**config.mk**
```make
export PLATFORM = sky130hd
export DESIGN_NAME = fetch_stage
export DESIGN_NICKNAME = d
export VERILOG_FILES = /design/src/rtl/fetch_stage.sv
export SDC_FILE = /design/constraint.sdc
export NUM_CORES = 1
export LEC_CHECK = 0
export CORE_MARGIN = 2
export CORE_UTILIZATION = 40
export CTS_CLUSTER_DIAMETER = 150
export DETAILED_ROUTE_END_ITERATION = 10
export PLACE_DENSITY = 0.64
export SLEW_MARGIN = 20
export SYNTH_ARGS = -nofsm -noshare
export SYNTH_HDL_FRONTEND = slang
export SYNTH_SLANG_ARGS = --single-unit
```
**constraint.sdc**
```tcl
create_clock -name i_clk -period 4.35 [get_ports i_clk]
set_input_delay 0.6525 -clock i_clk [delete_from_list [all_inputs] [get_ports i_clk]]
set_output_delay 0.6525 -clock i_clk [all_outputs]
set_load 0.02 [all_outputs]
```
**src/rtl/fetch_stage.sv**
```systemverilog
// fetch_stage: instruction-fetch stage plus IF/ID pipeline register.
// Issues one instruction-memory request at a time, parks a response in a
// one-entry skid buffer when decode is stalled, and squashes/restarts on
// redirects from EX.
// Optional feature macro: FETCH_PERF_EN adds stall-cycle and squash counters.
module fetch_stage #(
    parameter int              XLEN     = 32,
    parameter logic [XLEN-1:0] RESET_PC = '0
) (
    input  logic            i_clk,
    input  logic            i_rst,
    input  logic            i_stall,
    input  logic            i_redirect,
    input  logic [XLEN-1:0] i_redirect_pc,
    output logic            o_imem_req,
    output logic [XLEN-1:0] o_imem_addr,
    input  logic            i_imem_gnt,
    input  logic            i_imem_rvalid,
    input  logic [31:0]     i_imem_rdata,
    output logic            o_ifid_valid,
    output logic [XLEN-1:0] o_ifid_pc,
    output logic [31:0]     o_ifid_instr
`ifdef FETCH_PERF_EN
    ,
    output logic [31:0]     o_perf_stall_cycles,
    output logic [31:0]     o_perf_squashed
`endif
);

    localparam logic [31:0]     NOP        = 32'h0000_0013;
    localparam logic [XLEN-1:0] ALIGN_MASK = {{(XLEN-2){1'b0}}, 2'b11};
    localparam logic [XLEN-1:0] PC_STEP    = {{(XLEN-3){1'b0}}, 3'b100};

    typedef enum logic [1:0] {
        S_ISSUE,
        S_WAIT,
        S_HOLD
    } state_t;

    state_t          state_q, state_d;
    logic [XLEN-1:0] pc_q, pc_d;
    logic [XLEN-1:0] req_pc_q, req_pc_d;
    logic            drop_q, drop_d;
    logic [XLEN-1:0] buf_pc_q, buf_pc_d;
    logic [31:0]     buf_instr_q, buf_instr_d;
    logic            ifid_valid_q, ifid_valid_d;
    logic [XLEN-1:0] ifid_pc_q, ifid_pc_d;
    logic [31:0]     ifid_instr_q, ifid_instr_d;

    assign o_imem_req   = (state_q == S_ISSUE) && !i_redirect && !i_rst;
    assign o_imem_addr  = pc_q;
    assign o_ifid_valid = ifid_valid_q;
    assign o_ifid_pc    = ifid_pc_q;
    assign o_ifid_instr = ifid_instr_q;

    // Next-state logic: redirect overrides everything, then the fetch FSM and IF/ID update.
    always_comb begin
        state_d      = state_q;
        pc_d         = pc_q;
        req_pc_d     = req_pc_q;
        drop_d       = drop_q;
        buf_pc_d     = buf_pc_q;
        buf_instr_d  = buf_instr_q;
        ifid_valid_d = ifid_valid_q;
        ifid_pc_d    = ifid_pc_q;
        ifid_instr_d = ifid_instr_q;

        if (i_redirect) begin
            // The skid buffer counts as full only in S_HOLD, so leaving S_HOLD empties it.
            pc_d         = i_redirect_pc & ~ALIGN_MASK;
            ifid_valid_d = 1'b0;
            drop_d       = 1'b0;
            state_d      = S_ISSUE;
            if ((state_q == S_WAIT) && !i_imem_rvalid) begin
                drop_d  = 1'b1;
                state_d = S_WAIT;
            end
        end else begin
            if (!i_stall) begin
                ifid_valid_d = 1'b0;
            end
            case (state_q)
                S_ISSUE: begin
                    if (i_imem_gnt) begin
                        pc_d     = pc_q + PC_STEP;
                        req_pc_d = pc_q;
                        state_d  = S_WAIT;
                    end
                end
                S_WAIT: begin
                    if (i_imem_rvalid) begin
                        if (drop_q) begin
                            drop_d  = 1'b0;
                            state_d = S_ISSUE;
                        end else if (!i_stall || !ifid_valid_q) begin
                            ifid_valid_d = 1'b1;
                            ifid_pc_d    = req_pc_q;
                            ifid_instr_d = i_imem_rdata;
                            state_d      = S_ISSUE;
                        end else begin
                            buf_pc_d    = req_pc_q;
                            buf_instr_d = i_imem_rdata;
                            state_d     = S_HOLD;
                        end
                    end
                end
                S_HOLD: begin
                    if (!i_stall) begin
                        ifid_valid_d = 1'b1;
                        ifid_pc_d    = buf_pc_q;
                        ifid_instr_d = buf_instr_q;
                        state_d      = S_ISSUE;
                    end
                end
                default: state_d = S_ISSUE;
            endcase
        end
    end

    // State register with synchronous reset; reset discards all in-flight work.
    always_ff @(posedge i_clk) begin
        if (i_rst) begin
            state_q      <= S_ISSUE;
            pc_q         <= RESET_PC;
            req_pc_q     <= '0;
            drop_q       <= 1'b0;
            buf_pc_q     <= '0;
            buf_instr_q  <= NOP;
            ifid_valid_q <= 1'b0;
            ifid_pc_q    <= '0;
            ifid_instr_q <= NOP;
        end else begin
            state_q      <= state_d;
            pc_q         <= pc_d;
            req_pc_q     <= req_pc_d;
            drop_q       <= drop_d;
            buf_pc_q     <= buf_pc_d;
            buf_instr_q  <= buf_instr_d;
            ifid_valid_q <= ifid_valid_d;
            ifid_pc_q    <= ifid_pc_d;
            ifid_instr_q <= ifid_instr_d;
        end
    end

`ifdef FETCH_PERF_EN
    logic [31:0] perf_stall_q, perf_stall_d;
    logic [31:0] perf_squash_q, perf_squash_d;
    logic [31:0] squash_inc;

    assign o_perf_stall_cycles = perf_stall_q;
    assign o_perf_squashed     = perf_squash_q;

    // Count stalled live cycles, plus every response or instruction thrown away.
    always_comb begin
        squash_inc = 32'd0;
        if (i_redirect) begin
            if (ifid_valid_q) begin
                squash_inc = squash_inc + 32'd1;
            end
            if (state_q == S_HOLD) begin
                squash_inc = squash_inc + 32'd1;
            end
            if ((state_q == S_WAIT) && i_imem_rvalid) begin
                squash_inc = squash_inc + 32'd1;
            end
        end else if ((state_q == S_WAIT) && i_imem_rvalid && drop_q) begin
            squash_inc = 32'd1;
        end
        perf_squash_d = perf_squash_q + squash_inc;
        perf_stall_d  = perf_stall_q + ((i_stall && ifid_valid_q) ? 32'd1 : 32'd0);
    end

    // Performance counter registers, wrapping naturally.
    always_ff @(posedge i_clk) begin
        if (i_rst) begin
            perf_stall_q  <= 32'd0;
            perf_squash_q <= 32'd0;
        end else begin
            perf_stall_q  <= perf_stall_d;
            perf_squash_q <= perf_squash_d;
        end
    end
`endif

endmodule

```
==> summary.txt, run 1 <==
Implementation progress

The run finished with clean final reports. In the layout the commonest cells are sky130_fd_sc_hd__nand2_1, sky130_fd_sc_hd__dfxtp_1, sky130_fd_sc_hd__clkdlybuf4s50_1. The synthesized instance count is about 960.

TritonCTS built the clock tree. Clock tree synthesis selected as its root buffer the cell sky130_fd_sc_hd__clkbuf_16. The worst hold path begins at buf_instr_q[7]. The power density over the cells stands at between 300 and 400 nW/um2. The final layout contains around 1100 nets. Measured along the y axis, the die boundary spans 146 um. The buffer levels on the longest clock path stands at 2.

The core area stands at 20000 um2. The smallest setup slack after layout stands at 1410 ps. Combinational cells consume a total of 0.409 mW. The clock group power stands at 1.47 mW. The number of violations reported at the end of detailed-routing iteration 0 stands at 453. The final critical-path required period stands at 2940 ps. The per-cell routed wire length stands at 16.0 um.

Per the timing report, the achievable frequency comes out to 340 MHz. In the CTS report, the clock slew at the register clock pins of the worst setup and hold paths is listed as 70 ps. Detailed routing inserted a total of 7248 vias. The tightest hold path in the finished design has a slack of approximately 450 ps. The worst ir drop on vdd stands at 0.279 mV. The detailed-route vias per instance stands at 5.39.

In this run, post-CTS hold repair placed 0 buffers. The final setup violation count stands at 0. The maximum fanout along the worst path stands at 8.

The required time reported for the critical path endpoint stands at 3700 ps. The post-synth register bit count is 188. The largest net degree at the start of global routing stands at 103. The wire length of the first global-routing pass stands at 34500 um. The mean cell area of the mapped netlist stands at 8.47 um2. The area share of the largest cell type after synthesis stands at 46.4%. The final critical-path share of the clock period stands at 67.6%. The run reported a max-capacitance violation count of 0. The overall die area stands at between 20000 and 25000 um2.

Of the total power, registers draw between 40% and 50%. The synthesized netlist was found by Yosys to have 958 cells.
run 1: final cells by class:
cell class,instances,area (um2)
clock buffer,19,433
tap,270,338
timing repair buffer,174,1750
inverter,16,62.6
clock inverter,12,115
multi-input combinational,665,3970
fill,1930,9610
sequential,188,3760
run 1: cells in the mapped netlist (3+ instances only):
library cell                  n
sky130_fd_sc_hd__nand2_1    208
sky130_fd_sc_hd__ha_1         4
sky130_fd_sc_hd__a211oi_1    11
sky130_fd_sc_hd__xnor2_1      8
sky130_fd_sc_hd__and4_1       4
sky130_fd_sc_hd__nand3_1     11
sky130_fd_sc_hd__nor2_1      29
sky130_fd_sc_hd__nor3_1       8
sky130_fd_sc_hd__nor3b_1      3
sky130_fd_sc_hd__mux2i_1     64
sky130_fd_sc_hd__and3_1       3
sky130_fd_sc_hd__nand2b_1     3
sky130_fd_sc_hd__o31a_1       4
sky130_fd_sc_hd__a311oi_1    67
sky130_fd_sc_hd__buf_4        4
sky130_fd_sc_hd__inv_1       15
sky130_fd_sc_hd__nor4_1       9
sky130_fd_sc_hd__a2111oi_0    9
sky130_fd_sc_hd__or3_1       10
sky130_fd_sc_hd__nand3b_1     4
sky130_fd_sc_hd__clkbuf_1    78
sky130_fd_sc_hd__dfxtp_1    188
sky130_fd_sc_hd__a21oi_1    153
sky130_fd_sc_hd__buf_1        8
sky130_fd_sc_hd__nor4b_1      3
sky130_fd_sc_hd__or2_2        3
sky130_fd_sc_hd__o21ai_0      6
sky130_fd_sc_hd__a211o_1      3
sky130_fd_sc_hd__nand4_1      7
run 1: flip-flops by register name, summed over array words and instances, names as in the netlist:
name / count
buf_instr_q: 32
buf_pc_q: 30
o_ifid_valid: 1
o_ifid_pc: 30
state_q: 2
req_pc_q: 30
o_imem_addr: 30
drop_q: 1
o_ifid_instr: 32
run 1: worst max-delay path: cells and delay by family:
family,cells,cell delay (ps)
AND/OR/NAND/NOR,2,440
buffers and inverters,2,1200
run 1: kinds of logic (layout without fill, tap and decap cells):
| group | after synthesis | count (layout) | synth area share, % |
|---|---|---|---|
| AND-OR/OR-AND | 268 | 268 | 21.4 |
| XOR/XNOR | 10 | 10 | 1.08 |
| adder cells (fa/ha/maj) | 4 | 4 | 0.617 |
| buffers and inverters | 108 | 221 | 5.21 |
| flip-flops | 188 | 188 | 46.4 |
| multiplexers | 64 | 64 | 7.90 |
| other | 1 | 4 | 0.0462 |
| AND/OR/NAND/NOR | 315 | 315 | 17.4 |
run 1: metrics by stage:
stage	std cells	area, um2
6_report	1344	10400
5_1_grt	1344	10400
4_1_cts	1344	10400
3_5_place_dp	1313	9880
3_3_place_gp	1313	9880
2_1_floorplan	961	8120
run 1: layer usage:
layer / routed length, um / track usage, %
met3: 1030 / 4.25
met4: 217 / 4.47
met2: 10200 / 32.1
met5: 0 / 0
met1: 10100 / 27.0
run 1: path summary, 6_finish.rpt:
| kind | end | slack [ps] | depth (start not counted) |
|---|---|---|---|
| max | o_imem_req | 1410 | 4 |
| min | buf_instr_q[7] | 450 | 2 |
| min reg2reg | buf_instr_q[7] | 450 | 2 |
| max reg2reg | buf_instr_q[14] | 1600 | 7 |
### The clock network, run 1

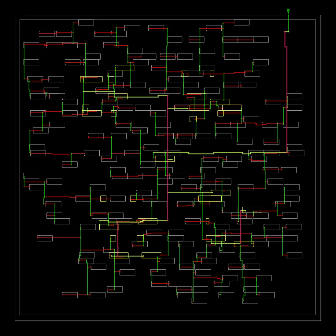
clock buffer count in the final layout: 19
Seq Cell Count: 188
Late-Pin Clk Latency: 430 ps
worst-case clock skew: 12.4 ps

### Floorplan with the power grid, run 1

Bar = 50 um. Pins as bars on the die edge.
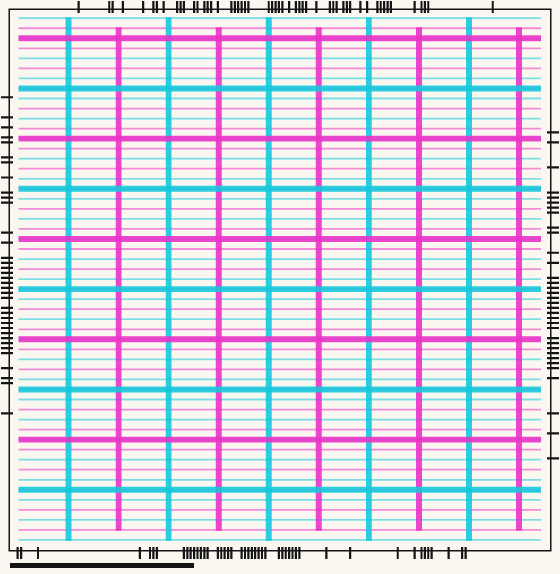
legend:
  VDD:
    colour: magenta
  VSS:
    colour: cyan
met5 straps: 10
signal pins: 168
met1 rails: 53
met4 straps: 10
rows: 52

### Wiring by layer, run 1

Bar = 50 um. Only two layers are drawn.
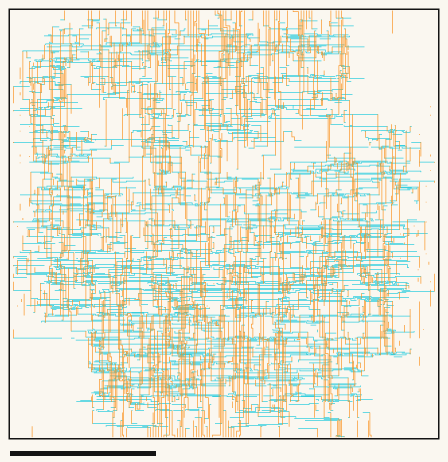
legend:
  met2:
    colour: orange
    wire_length: 10200 um
  met1:
    colour: cyan
    wire_length: 10100 um

### The metal 2 layer, run 1

Bar = 50 um.
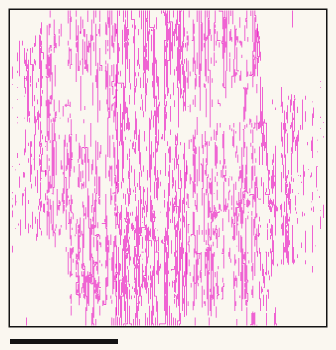

## Run 2: what changed since run 1
--- a/config.mk
+++ b/config.mk
@@ -9,7 +9,7 @@
 export CORE_UTILIZATION = 40
 export CTS_CLUSTER_DIAMETER = 150
 export DETAILED_ROUTE_END_ITERATION = 10
-export PLACE_DENSITY = 0.64
+export PLACE_DENSITY = 0.66
 export SLEW_MARGIN = 20
 export SYNTH_ARGS = -nofsm -noshare
 export SYNTH_HDL_FRONTEND = slang
==> constraint.sdc (replaced) <==
create_clock -name i_clk -period 2.7 [get_ports i_clk]
set_input_delay 0.405 -clock i_clk [delete_from_list [all_inputs] [get_ports i_clk]]
set_output_delay 0.405 -clock i_clk [all_outputs]
set_load 0.02 [all_outputs]
### The metal 2 layer, run 2

Bar = 50 um.
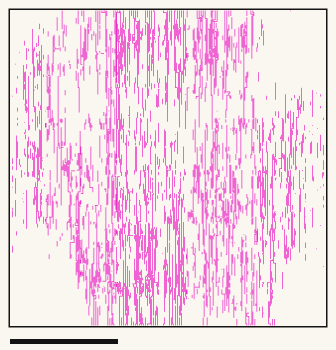
main direction: vertical
share of all routed wire: 46%
nets with wire on the layer: 908
via count of the routed design: 7276
total wire length: 21700 um
met2 track demand over resource: 30.3%

==> run 2 against run 1 <==
Effect of this change:
- worst hold slack got worse by 65 ps
- register-to-register slack got worse by 1300 ps
- via count increased by 0.39%
- total power increased by 66%
- synthesized cell count unchanged
- largest cell class unchanged
- combinational power increased by 72%
- flip-flop count unchanged
- clock power increased by 71%
- clock skew decreased by 0.61 ps
==> summary.txt, run 2 <==
Implementation progress

The run finished with clean final reports. The timing report attributes the biggest portion of critical-path delay to buffers and inverters. The number of violations reported at the end of detailed-routing iteration 0 is 475 (+4.9%).

The worst ir drop on vdd stands at 0.437 mV (+57%). Looking at the gate-level netlist, the highest instance count belongs to sky130_fd_sc_hd__nand2_1. After layout, the minimum clock period comes to 2460 ps. The top cell types in the final layout, fill and taps aside, are sky130_fd_sc_hd__nand2_1, sky130_fd_sc_hd__dfxtp_1, sky130_fd_sc_hd__clkdlybuf4s50_1. The sum of buffers and inverters on the critical path stands at 2 (unchanged).

The detailed-route vias per instance stands at 5.35 (-0.87%). The clock input transition at the sequential cells of the worst setup and hold paths stands at 70 ps (about the same). The overall die area stands at 21400 um2 (unchanged).

Yosys shows that the main logic family after synthesis is AND-OR/OR-AND gates. The launch point of the worst min-delay path is recorded as i_rst. The area share of the largest cell type after synthesis stands at 46.4% (unchanged). In this run the clock root is driven by a sky130_fd_sc_hd__clkbuf_16. The xor and xnor fraction of the mapped netlist area stands at 1.08% (unchanged).

The simple-gate share of the synthesized area is 17.4% (unchanged). The layout filler cell count stands at 1935 (+0.26%). The largest net degree at the start of global routing is 190 (+84%). The number of cells traversed by the worst hold path came to 4 (+2). The tally of max-capacitance violations is 0 (unchanged). The achievable frequency stands at 406 MHz.

STA lists the endpoint of the worst register-to-register path as buf_pc_q[6]. The required time reported for the critical path endpoint stands at 2300 ps (-1400 ps). The per-cell routed wire length is 15.9 um (-0.28%). The final setup violation count stands at 0 (unchanged). The power density over the cells stands at 574 nW/um2 (+62%). The maximum fanout along the worst path was 10 (+2).

TritonCTS built the clock tree. The cell count listed in synth_stat.txt came to 958 (unchanged).
### The clock network, run 2

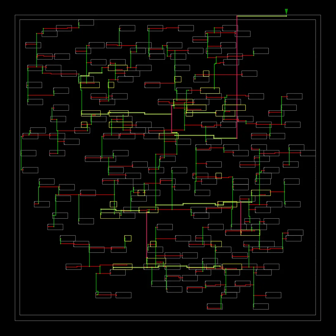
worst-case clock skew: 11.8 ps
clock buffer count in the final layout: 18
clk sinks: 188
clock buffers created by TritonCTS: 17
Clk. pwr: 2.51 mW

run 2: cell families after synthesis:
group                    count (synthesis)
multiplexers                            64
XOR/XNOR                                10
AND-OR/OR-AND                          268
other                                    1
buffers and inverters                  108
adder cells (fa/ha/maj)                  4
AND/OR/NAND/NOR                        315
flip-flops                             188
run 2: how the worst max path moves through the flow:
stage                          from         endpoint  slack [ps]  depth (start not counted)
floorplan           o_imem_addr[11]  o_imem_addr[23]         660                          5
global placement      i_imem_rvalid     buf_pc_q[25]         280                          6
detailed placement    i_imem_rvalid   buf_instr_q[7]         260                          6
CTS                      state_q[0]       o_imem_req         230                          4
global route             state_q[0]       o_imem_req         140                          4
finish                   state_q[0]       o_imem_req         240                          4
run 2: per-stage QoR:
step	power (mW)	instance area (um2)	std cells	hold slack, ps	setup slack [ps]
2_1_floorplan	3.33	8120	961	436	657
3_3_place_gp	3.69	10100	1331	441	283
3_5_place_dp	3.69	10100	1331	446	255
4_1_cts	6.18	10700	1361	384	233
5_1_grt	6.35	10700	1361	445	136
6_report	6.14	10700	1361	388	238
run 2: routing by layer:
| layer | wire length (um) | vias up | global-route usage (%) |
|---|---|---|---|
| met5 | 0 | - | 0 |
| met4 | 297 | 0 | 5.34 |
| met3 | 1210 | 23 | 4.94 |
| met2 | 9940 | 203 | 30.3 |
| met1 | 10300 | 3375 | 27.7 |
| li1 | - | 3675 | - |
run 2: worst min-delay path, stage by stage:
cell	delay (ps)
sky130_fd_sc_hd__buf_6	100
sky130_fd_sc_hd__nor2_1	50
sky130_fd_sc_hd__o311ai_0	90
sky130_fd_sc_hd__o221ai_1	110
run 2: final cells by class:
cell class | instances | area [um2] | area share [%]
clock buffers | 18 | 439 | 4.11
well taps | 270 | 338 | 3.16
repair buffers | 192 | 1980 | 18.5
inverters | 16 | 62.6 | 0.585
flip-flops and latches | 188 | 3760 | 35.2
clock inverters | 12 | 141 | 1.32
multi-input cells | 665 | 3970 | 37.1
run 2: power breakdown:
group          switching [mW]  total, mW  internal, mW
clock network            1.12       2.51          1.39
registers              0.0750       2.93          2.85
logic                   0.375      0.703         0.329
total                    1.57       6.14          4.57
## Run 3: what changed since run 2
--- a/config.mk
+++ b/config.mk
@@ -10,7 +10,6 @@
 export CTS_CLUSTER_DIAMETER = 150
 export DETAILED_ROUTE_END_ITERATION = 10
 export PLACE_DENSITY = 0.66
-export SLEW_MARGIN = 20
 export SYNTH_ARGS = -nofsm -noshare
 export SYNTH_HDL_FRONTEND = slang
 export SYNTH_SLANG_ARGS = --single-unit
### The metal 3 layer, run 3

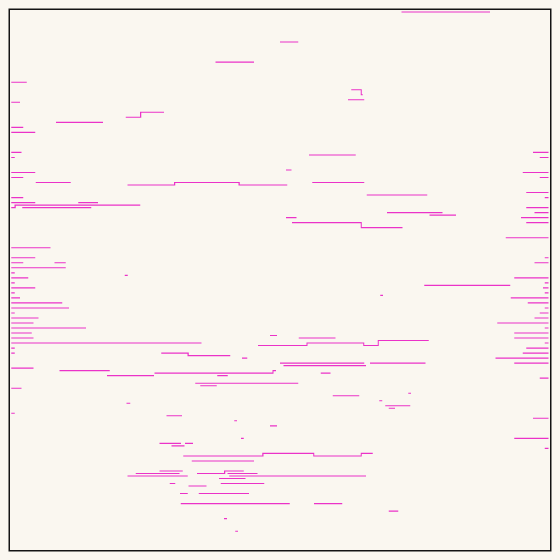
main direction: horizontal
nets with wire on the layer: 109
share of all routed wire: 5.6%
global routing usage on met3: 4.94%

### The clock network, run 3

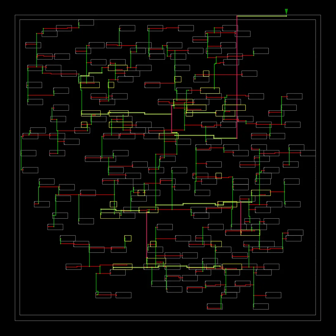

==> run 3 against run 2 <==
Effect of this change:
- count of clock-buffer cells in the layout unchanged
- register-to-register slack about the same
- sequential share of layout area unchanged
- global-route usage unchanged
- die size unchanged
- worst hold slack unchanged
- largest cell class unchanged
==> summary.txt, run 3 <==
Implementation progress

Setup repair after global routing left no endpoint under its margin. The final critical-path required period is 2460 ps (unchanged). Tracing the worst setup path back leads to its startpoint at state_q[0]. The cell count listed in synth_stat.txt was 958 (unchanged). The total wirelength of the detailed-routed design was 21700 um (unchanged). The largest net degree at the start of global routing stands at 190 (unchanged). The area share of the largest cell type after synthesis came to 46.4% (unchanged).

The worst-case reg-to-reg setup slack stands at 320 ps. Following the worst setup path forward leads to its endpoint at o_imem_req. For this run, the number of Yosys warnings is 0. The OpenROAD report gives the critical path a data arrival time of roughly 2100 ps. The detailed-route vias per instance stands at 5.35 (unchanged).

TritonCTS built the clock tree. Per the cell usage report, the commonest logic cells after layout are sky130_fd_sc_hd__nand2_1, sky130_fd_sc_hd__dfxtp_1, sky130_fd_sc_hd__clkdlybuf4s50_1. The layout filler cell count stands at 1935 (unchanged).

The total placed instance area stands at 10100 um2 (unchanged). The final setup violation count came to 0 (unchanged). The maximum fanout along the worst path stands at 10 (unchanged).

The area overhead of the layout relative to synthesis stands at 31.9%. The run finished with clean final reports. The per-cell routed wire length came to 15.9 um (unchanged). The required time reported for the critical path endpoint came to 2300 ps (about the same). The sum of buffers and inverters on the critical path came to 2 (unchanged). The core area stands at 20000 um2. The worst ir drop on vdd stands at 0.437 mV (unchanged). The CTS buffer count came to 17 (unchanged). The number of gates on the worst path with buffers counted came to 4 (unchanged). In this run the horizontal extent of the chip is 146 um. The vias after detailed routing was 7276 (unchanged).

The final worst clock skew came to 11.8 ps (unchanged). The area of all placed cells without fillers stands at 10700 um2 (unchanged). The clock input transition at the sequential cells of the worst setup and hold paths was 70 ps (about the same). The number of port buffers stands at 161.

The overall die area stands at 21400 um2 (unchanged). The first-pass iteration count of the detailed router stands at 5. The tally of max-capacitance violations stands at 0 (unchanged). The synthesis stats list as the most numerous cell sky130_fd_sc_hd__nand2_1. The hold buffer count at cts stands at 0. Per the timing report, the most critical flop-to-flop path finishes at buf_pc_q[6]. The tree is rooted in a sky130_fd_sc_hd__clkbuf_16.

Broken down by cell family, the worst path's largest delay share belongs to buffers and inverters. The power density over the cells was 574 nW/um2 (unchanged). The achievable frequency came to 406 MHz (unchanged). The number of clock sinks was 188 (unchanged). The number of violations reported at the end of detailed-routing iteration 0 stands at 475 (unchanged).

Among all stages on the critical path, the largest delay is contributed by sky130_fd_sc_hd__clkdlybuf4s50_1. The total chip power stands at 6.14 mW (unchanged).
run 3: cell counts after synthesis:
Identical to the previous run, type by type.
run 3: layer usage:
layer	vias to the layer above	part of all wire (%)	global-route usage, %
met5	-	0	0
met4	0	1.4	5.34
met3	23	5.6	4.94
met2	203	46	30.3
met1	3375	47	27.7
li1	3675	-	-
run 3: power by group:
part	total, mW	internal (mW)	switching, mW	leakage, nW
Clock	2.51	1.39	1.12	0.267
Combinational	0.703	0.329	0.375	1.53
Sequential	2.93	2.85	0.0750	1.53
run 3: layout make-up:
cell class	count	area [um2]	share of cell area (%)
multi-input cells	665	3970	37.1
flip-flops and latches	188	3760	35.2
clock inverters	12	141	1.32
well taps	270	338	3.16
clock buffers	18	439	4.11
inverters	16	62.6	0.585
repair buffers	192	1980	18.5
run 3: worst min path at each step:
stage | to | cells past startpoint | slack, ps | startpoint
3_3_place_gp | buf_pc_q[27] | 2 | 440 | buf_pc_q[27]
3_5_place_dp | buf_instr_q[24] | 2 | 450 | buf_instr_q[24]
2_1_floorplan | buf_instr_q[10] | 2 | 440 | buf_instr_q[10]
6_report | o_imem_addr[28] | 4 | 390 | i_rst
5_1_grt | o_imem_addr[28] | 4 | 440 | i_rst
4_1_cts | o_imem_addr[28] | 4 | 380 | i_rst
run 3: worst min-delay path: cells and delay by family:
| family | cells | cell delay [ps] |
|---|---|---|
| simple gates | 1 | 50 |
| buf+inv | 1 | 100 |
| compound gates | 2 | 200 |
run 3: cells by family (layout without fill, tap and decap cells):
logic type               Yosys count  in the layout  synth area share [%]
AND/OR/NAND/NOR                  315            315                  17.4
AND-OR/OR-AND                    268            268                  21.4
flip-flops                       188            188                  46.4
buffers and inverters            108            238                  5.21
multiplexers                      64             64                  7.90
XOR/XNOR                          10             10                  1.08
adder cells (fa/ha/maj)            4              4                 0.617
other                              1              4                0.0462
run 3: stage by stage:
| stage | util [%] | worst slack, ps | cells |
|---|---|---|---|
| detailed placement | 50.5 | 255 | 1331 |
| global route | 53.4 | 136 | 1361 |
| finish | 53.4 | 238 | 1361 |
| global placement | 50.5 | 283 | 1331 |
| floorplan | - | 657 | 961 |
| CTS | 53.4 | 233 | 1361 |
Power is estimated from default activity; no workload was simulated.
